$ cat config.mk
export PLATFORM = sky130hd
export DESIGN_NAME = network_sample_sequencer
export DESIGN_NICKNAME = d
export VERILOG_FILES = /design/src/rtl/network_sample_sequencer_pkg.sv /design/src/rtl/network_sample_sequencer_layer_vec_serializer.sv /design/src/rtl/network_sample_sequencer.sv
export SDC_FILE = /design/constraint.sdc
export NUM_CORES = 1
export LEC_CHECK = 0
export CAP_MARGIN = 20
export CORE_MARGIN = 3
export CORE_UTILIZATION = 48
export DETAILED_ROUTE_END_ITERATION = 16
export PLACE_DENSITY_LB_ADDON = 0.12
export SLEW_MARGIN = 25
export SYNTH_ARGS = -nofsm -noshare
export SYNTH_HDL_FRONTEND = slang
export SYNTH_SLANG_ARGS = --single-unit
$ cat constraint.sdc
create_clock -name clock -period 2.1 [get_ports clock]
set_input_delay 0.21 -clock clock [delete_from_list [all_inputs] [get_ports clock]]
set_output_delay 0.21 -clock clock [all_outputs]
set_load 0.03 [all_outputs]
$ cat src/rtl/network_sample_sequencer_pkg.sv
// Shared definitions for the network sample sequencer: sequencer states
// and the index-width helper used to size counters.
package network_sample_sequencer_pkg;

    // Sequencer states; encodings are fixed so they match the network driver headers.
    typedef enum logic [1:0] {
        COLLECT = 2'd0,
        LAUNCH  = 2'd1,
        WAIT    = 2'd2,
        DRAIN   = 2'd3
    } seq_state_t;

    // Bits needed to index 'value' entries; never narrower than one bit.
    function automatic int log2(input int value);
        int width = 1;
        while ((1 << width) < value) width++;
        return width;
    endfunction

endpackage

$ cat src/rtl/network_sample_sequencer_layer_vec_serializer.sv
// Captures a full hidden-state vector in one edge and streams it out one
// neuron word per valid/ready handshake, neuron 0 first.
module network_sample_sequencer_layer_vec_serializer
    import network_sample_sequencer_pkg::*;
#(
    parameter int HIDDEN_SZ = 8,
    parameter int BITWIDTH  = 18
) (
    input  logic                          clock,
    input  logic                          reset,
    input  logic                          load,
    input  logic [BITWIDTH*HIDDEN_SZ-1:0] vec,
    output logic [BITWIDTH-1:0]           outWord,
    output logic                          outValid,
    input  logic                          outReady,
    output logic                          outLast,
    output logic                          done
);

    localparam int OIDX_W = log2(HIDDEN_SZ);
    localparam logic [OIDX_W-1:0] OIDX_LAST = OIDX_W'(HIDDEN_SZ - 1);

    logic [HIDDEN_SZ-1:0][BITWIDTH-1:0] shadow;
    logic [OIDX_W-1:0]                  oIdx;
    logic                               is_last;

    assign is_last = (oIdx == OIDX_LAST);
    assign outWord = shadow[oIdx];
    assign outLast = outValid && is_last;
    assign done    = outValid && outReady && is_last;

    // Shadow capture on load, then advance one neuron per accepted word.
    always_ff @(posedge clock) begin
        if (reset) begin
            shadow   <= '0;
            oIdx     <= '0;
            outValid <= 1'b0;
        end else if (load) begin
            shadow   <= vec;
            oIdx     <= '0;
            outValid <= 1'b1;
        end else if (outValid && outReady) begin
            if (is_last) begin
                oIdx     <= '0;
                outValid <= 1'b0;
            end else begin
                oIdx <= oIdx + 1'b1;
            end
        end
    end

endmodule

$ cat src/rtl/network_sample_sequencer.sv
// Drives the LSTM network block: packs input words into the network input
// vector, launches a sample, waits for dataReady, then streams the hidden
// state back out through the serializer.
module network_sample_sequencer
    import network_sample_sequencer_pkg::*;
#(
    parameter int INPUT_SZ       = 2,
    parameter int HIDDEN_SZ      = 8,
    parameter int QN             = 6,
    parameter int QM             = 11,
    parameter int BITWIDTH       = QN + QM + 1,
    parameter int TIMEOUT_CYCLES = 4096
) (
    input  logic                          clock,
    input  logic                          reset,
    input  logic [BITWIDTH-1:0]           inWord,
    input  logic                          inValid,
    output logic                          inReady,
    output logic [BITWIDTH*INPUT_SZ-1:0]  netInputVec,
    output logic                          netNewSample,
    input  logic                          netDataReady,
    input  logic [BITWIDTH*HIDDEN_SZ-1:0] netOutputVec,
    output logic [BITWIDTH-1:0]           outWord,
    output logic                          outValid,
    input  logic                          outReady,
    output logic                          outLast,
    output logic                          busy,
    output logic                          timeoutErr,
    input  logic                          clearErr,
    output logic [15:0]                   samplesDone
);

    localparam int WIDX_W = log2(INPUT_SZ);
    localparam int TMR_W  = log2(TIMEOUT_CYCLES);
    localparam logic [WIDX_W-1:0] WIDX_LAST  = WIDX_W'(INPUT_SZ - 1);
    localparam logic [TMR_W-1:0]  TMR_LAST   = TMR_W'(TIMEOUT_CYCLES - 1);
    localparam bit                TIMEOUT_EN = (TIMEOUT_CYCLES != 0);

    seq_state_t                        state;
    logic [INPUT_SZ-1:0][BITWIDTH-1:0] in_vec;
    logic [WIDX_W-1:0]                 wIdx;
    logic [TMR_W-1:0]                  timer;
    logic                              rdy_q;
    logic                              rise;
    logic                              accept;
    logic                              load;
    logic                              done;

    assign inReady     = (state == COLLECT) && !reset;
    assign accept      = inValid && inReady;
    assign rise        = netDataReady && !rdy_q;
    assign load        = (state == WAIT) && rise;
    assign netInputVec = in_vec;
    assign busy        = (state != COLLECT) || (wIdx != '0);

    // dataReady history for rising-edge detection, independent of state and reset.
    always_ff @(posedge clock) begin
        rdy_q <= netDataReady;
    end

    // Sequencer FSM: input packing, launch pulse, bounded wait, drain bookkeeping.
    always_ff @(posedge clock) begin
        if (reset) begin
            state        <= COLLECT;
            in_vec       <= '0;
            wIdx         <= '0;
            timer        <= '0;
            netNewSample <= 1'b0;
            timeoutErr   <= 1'b0;
            samplesDone  <= '0;
        end else begin
            netNewSample <= 1'b0;
            // A timeout set later in this block overrides the clear.
            if (clearErr) timeoutErr <= 1'b0;
            case (state)
                COLLECT: begin
                    if (accept) begin
                        in_vec[wIdx] <= inWord;
                        if (wIdx == WIDX_LAST) begin
                            wIdx         <= '0;
                            netNewSample <= 1'b1;
                            state        <= LAUNCH;
                        end else begin
                            wIdx <= wIdx + 1'b1;
                        end
                    end
                end
                LAUNCH: begin
                    timer <= '0;
                    state <= WAIT;
                end
                WAIT: begin
                    timer <= timer + 1'b1;
                    if (rise) begin
                        state <= DRAIN;
                    end else if (TIMEOUT_EN && (timer == TMR_LAST)) begin
                        timeoutErr <= 1'b1;
                        state      <= COLLECT;
                    end
                end
                DRAIN: begin
                    if (done) begin
                        samplesDone <= samplesDone + 16'd1;
                        state       <= COLLECT;
                    end
                end
                default: state <= COLLECT;
            endcase
        end
    end

    network_sample_sequencer_layer_vec_serializer #(
        .HIDDEN_SZ (HIDDEN_SZ),
        .BITWIDTH  (BITWIDTH)
    ) u_serializer (
        .clock    (clock),
        .reset    (reset),
        .load     (load),
        .vec      (netOutputVec),
        .outWord  (outWord),
        .outValid (outValid),
        .outReady (outReady),
        .outLast  (outLast),
        .done     (done)
    );

endmodule

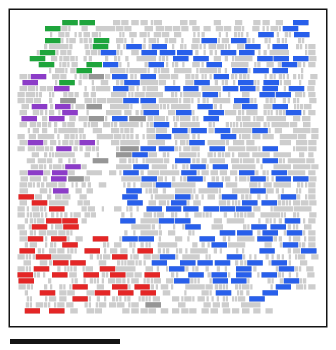
*Sequential cells colored by netlist name*
Scale bar: 50 µm.
u_serializer.shadow: in blue, placed flops 144. netInputVec: in red, placed flops 36, where lower left. samplesDone: in purple, placed flops 16. timer: in green, placed flops 12, where upper left.
Another 10 sequential cells are not colored.
post-layout util: 70.7%
Reg area: 4370 µm²
flop share of the area: 33.9%
Power Sequential: 4.37 mW

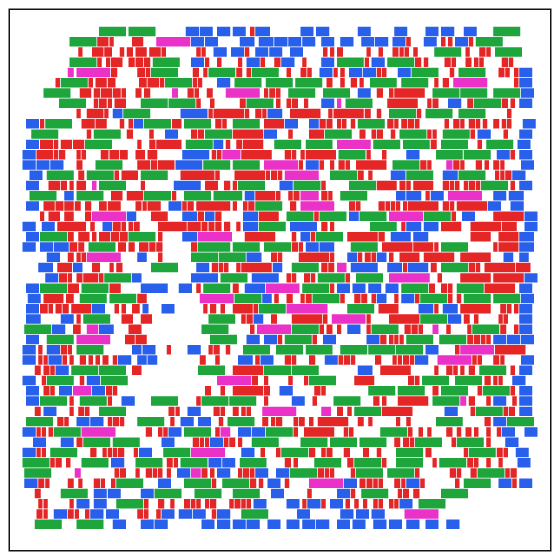
*Cell classes on the final placement*
other buffers and delay cells: in blue, cells 289, share of their area 24%. all other logic: in red, cells 755, share of their area 35%. clock drivers and dummy loads: in magenta, cells 44, share of their area 6.6%. flops: in green, cells 218, share of their area 35%.

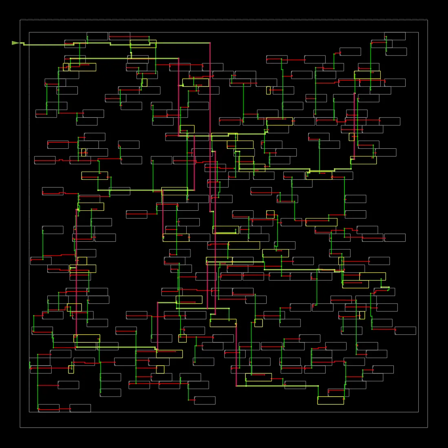
*Clock routing*
Clk Latency, worst-skew pair: 0.51 ns
Sinks on Clock Net: 218
Worst Skew: 0.0106 ns
Clock Power: 4.33 mW

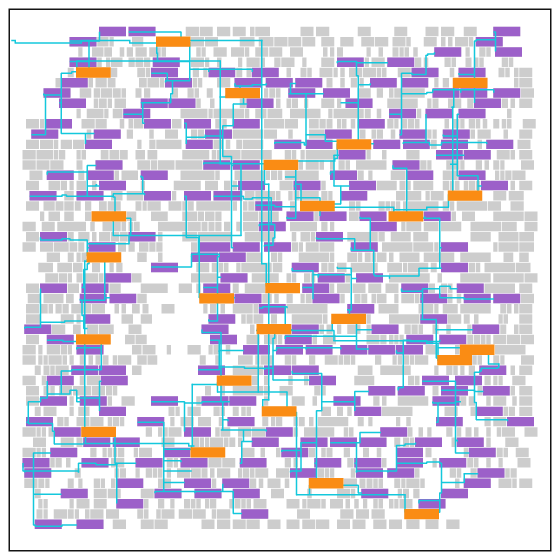
*Clock wires, drivers and flops*
clock wires: in cyan, length 2,670 µm. flip-flops: in purple, count 218. cells driving clock nets: in orange, count 24.
Position of the flops: spread over the die.

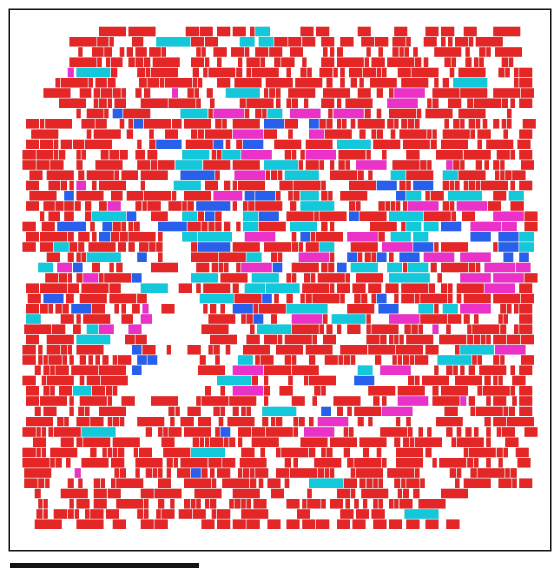
*Drive-strength map*
Scale bar: 50 µm.
drive 2: in magenta, cells 54, share 4.1%. drive 3 to 4: in blue, cells 55, share 4.2%. drive 6 and up: in cyan, cells 71, share 5.4%. drive 1 or less: in red, cells 1,126, share 86%.

==> routing by layer <==
metal / routed length (µm) / part of all wire (%) / vias to the layer above / GRT usage, %
met5: 21 / 0.080 / - / 0
met4: 828 / 3.1 / 4 / 8.75
met3: 2320 / 8.8 / 59 / 6.10
met2: 13100 / 49 / 292 / 42.7
met1: 10200 / 39 / 3785 / 29.8
li1: - / - / 3992 / -
==> cell usage after synthesis (9+ instances only) <==
master / n / share of area [%]
nand2_1: 371 / 15
a21oi_1: 186 / 10
mux4_2: 36 / 9.0
buf_2: 19 / 1.1
nor3_1: 10 / 0.56
nand3_1: 12 / 0.67
dfxtp_1: 218 / 48
mux2_2: 20 / 2.5
xor2_1: 9 / 0.87
clkbuf_1: 46 / 1.9
nor2_1: 29 / 1.2
xnor2_1: 10 / 0.97
==> where the power goes <==
| part | total (mW) | internal, mW | switching (mW) | leakage, nW |
|---|---|---|---|---|
| logic | 1.37 | 0.672 | 0.694 | 2.30 |
| registers | 4.37 | 4.28 | 0.0930 | 1.76 |
| clock network | 4.33 | 2.61 | 1.72 | 0.401 |
| total | 10.1 | 7.56 | 2.51 | 4.46 |
==> worst min path at each step <==
stage / startpoint / end / cells past startpoint
2_1_floorplan: netDataReady / rdy_q / 0
6_report: netDataReady / rdy_q / 1
3_3_place_gp: u_serializer.shadow[128] / u_serializer.shadow[128] / 2
3_5_place_dp: netInputVec[32] / netInputVec[32] / 2
4_1_cts: netDataReady / rdy_q / 1
5_1_grt: netDataReady / rdy_q / 1
==> worst max-delay path, stage by stage, from the launching register on <==
cell and delay, ns:
dfxtp_4 0.42, buf_6 0.13, buf_8 0.12, mux4_2 0.54
mux2_4 0.28, buf_6 0.14
==> cell type report <==
cell class / count / area share [%]
multi-input cells: 748 / 34.1
clock inverters: 13 / 1.00
inverters: 7 / 0.233
clock buffers: 31 / 5.43
repair buffers: 289 / 23.0
flip-flops and latches: 218 / 33.9
well taps: 229 / 2.23
==> registers in the layout, summed over array words and instances (netlist names) <==
| name | cells |
|---|---|
| u_serializer.shadow | 144 |
| netInputVec | 36 |
| samplesDone | 16 |
| timer | 12 |
| u_serializer.oIdx | 3 |
| state | 2 |
| netNewSample | 1 |
| rdy_q | 1 |
| timeoutErr | 1 |
| u_serializer.outValid | 1 |
| wIdx | 1 |
==> placed cells by master, fill, tap and decap left out, types with 3 or more instances in the layout <==
cell	synthesis	routed
clkinvlp_4	0	5
buf_8	0	3
dfxtp_1	218	216
mux2i_1	5	5
nand3b_1	3	3
xnor2_1	10	10
buf_4	3	26
nor2_1	29	29
clkbuf_16	0	26
buf_12	0	9
nand4_1	8	8
mux2_4	1	17
and4_1	3	3
buf_6	0	27
nand2_1	371	371
clkbuf_8	2	3
mux2_2	20	5
mux4_2	36	36
clkinv_2	0	6
xor2_1	9	9
nor3_1	10	10
nand3_1	12	12
o21ai_0	6	6
inv_1	6	6
clkdlybuf4s50_1	0	221
nor2b_1	7	6
a21oi_1	186	186
ha_1	8	6
==> impl_metrics.tcl <==
# place-and-route summary
set metrics [dict create \
    synth_area_um2 9010 \
    routed_wirelength_um 26400 \
    p_total_mw 10.1 \
    yosys.cell_types.count 45 \
    rsz0062_at_grt "yes" \
    status "complete, but fails checks" \
    rr_worst_depth 9 \
    hold_class "primary input to flip-flop" \
    wl_per_cell_um 17.2 \
    detailed_place_hpwl_um 18000 \
    yosys_area_um2 9010 \
    edf_count 0 \
    firstDrtPassIters 5 \
    die_y_um 143 \
    grt_pass1_wl_um 40200 \
    logic_area_um2 4390 \
    via_per_inst 5.30 \
    cap_violations 0 \
    r2r_setup_slack_ns 0.07 \
    irDropWorstVdd_mv 0.638 \
    rows 49 \
    pre_cts_slack_ns -0.0836 \
    placed_cell_area_um2 11800 \
    fin_area_um2 12900 \
    hold_viol 0 \
    overflow 0 \
    synth_seq_share_pct 48.4 \
    grt_max_degree 125 \
    drc 0 \
    power_leakage_nw 4.46 \
    simple_gate_share_pct 21.2 \
    setup_viol_count_final 18 \
    clock.fmax_ghz 0.424 \
    fin_hold_ws_ns 0.205 \
    grt_antenna_before_repair 2 \
    syn_area_per_cell_um2 8.63 \
    synth.logic.top_family "simple AND/OR/NAND/NOR gates" \
    cts_tree "done" \
    clock_path_buffers 3 \
    grt_pass1_vias 7763 \
    drive_above_1_share_pct 13.8 \
    path_max_fanout 8 \
    critPathKind "flip-flop to output pin" \
    fillers 1456 \
    final_net_count 1464 \
    async_flop_share_pct 0 \
    area_growth_pct 42.8 \
    crit_start "u_serializer.oIdx[0]" \
    violations "negative setup slack" \
    fin_ws_ns -0.257 \
    r2r-start "u_serializer.oIdx[0]" \
    die-area_um2 20500 \
    final_cells 1535 \
    ys_sh_mux_pct 12.3 \
    synth-xor-area-share_pct 1.85 \
    drt_iter0_drc 473 \
    arrival_ns 2.15 \
    ff_type "dfxtp_1" \
    diodes 0 \
    powerDensity_nw_per_um2 782 \
    fp_nets 1221 \
    synthAoiAreaFrac_pct 11.2 \
    max_slew_margin_pct 48.8 \
    gp_congestion 0.940 \
    tightest_slew_ns 0.768 \
    ys_cells 1045 \
    critPathCaptureType "output pin" \
    portBuffers 243 \
    drtAntennaViolNets 0 \
    dp.cells 1479 \
    tns_ns -3.57 \
    r2r-end "samplesDone[9]" \
    cts-hold-fix-buffers 1 \
    crit_path_end "outWord[8]" \
    clk_pin_slew_worst_paths_ns 0.06 \
    finalCriticalPeriod_ns 2.36 \
    synth_adder_area_share_pct 1.11 \
    cts_buffers 24 \
    required_ns 1.89 \
    cts_max_level 1 \
    initial_utilization_pct 49.5 \
    startpoint_type "flip-flop" \
    die_w_um 143 \
    yosysWarningCount 0 \
    grt_use_total_pct 24.6 \
    warning_count 33 \
    ys_seq_elements 218 \
    period_used_pct 112 \
    core_um2 18200 \
    ctsResizeCount 94 \
    ios 244 \
    synthCells 1045 \
    via_count 8132 \
    slew_viol_final 0 \
    postCtsSetupRepairBufs 8 \
    cts_root_buffer "clkbuf_16" \
]
No activity file was given, so power comes from the tool's default toggle rates.
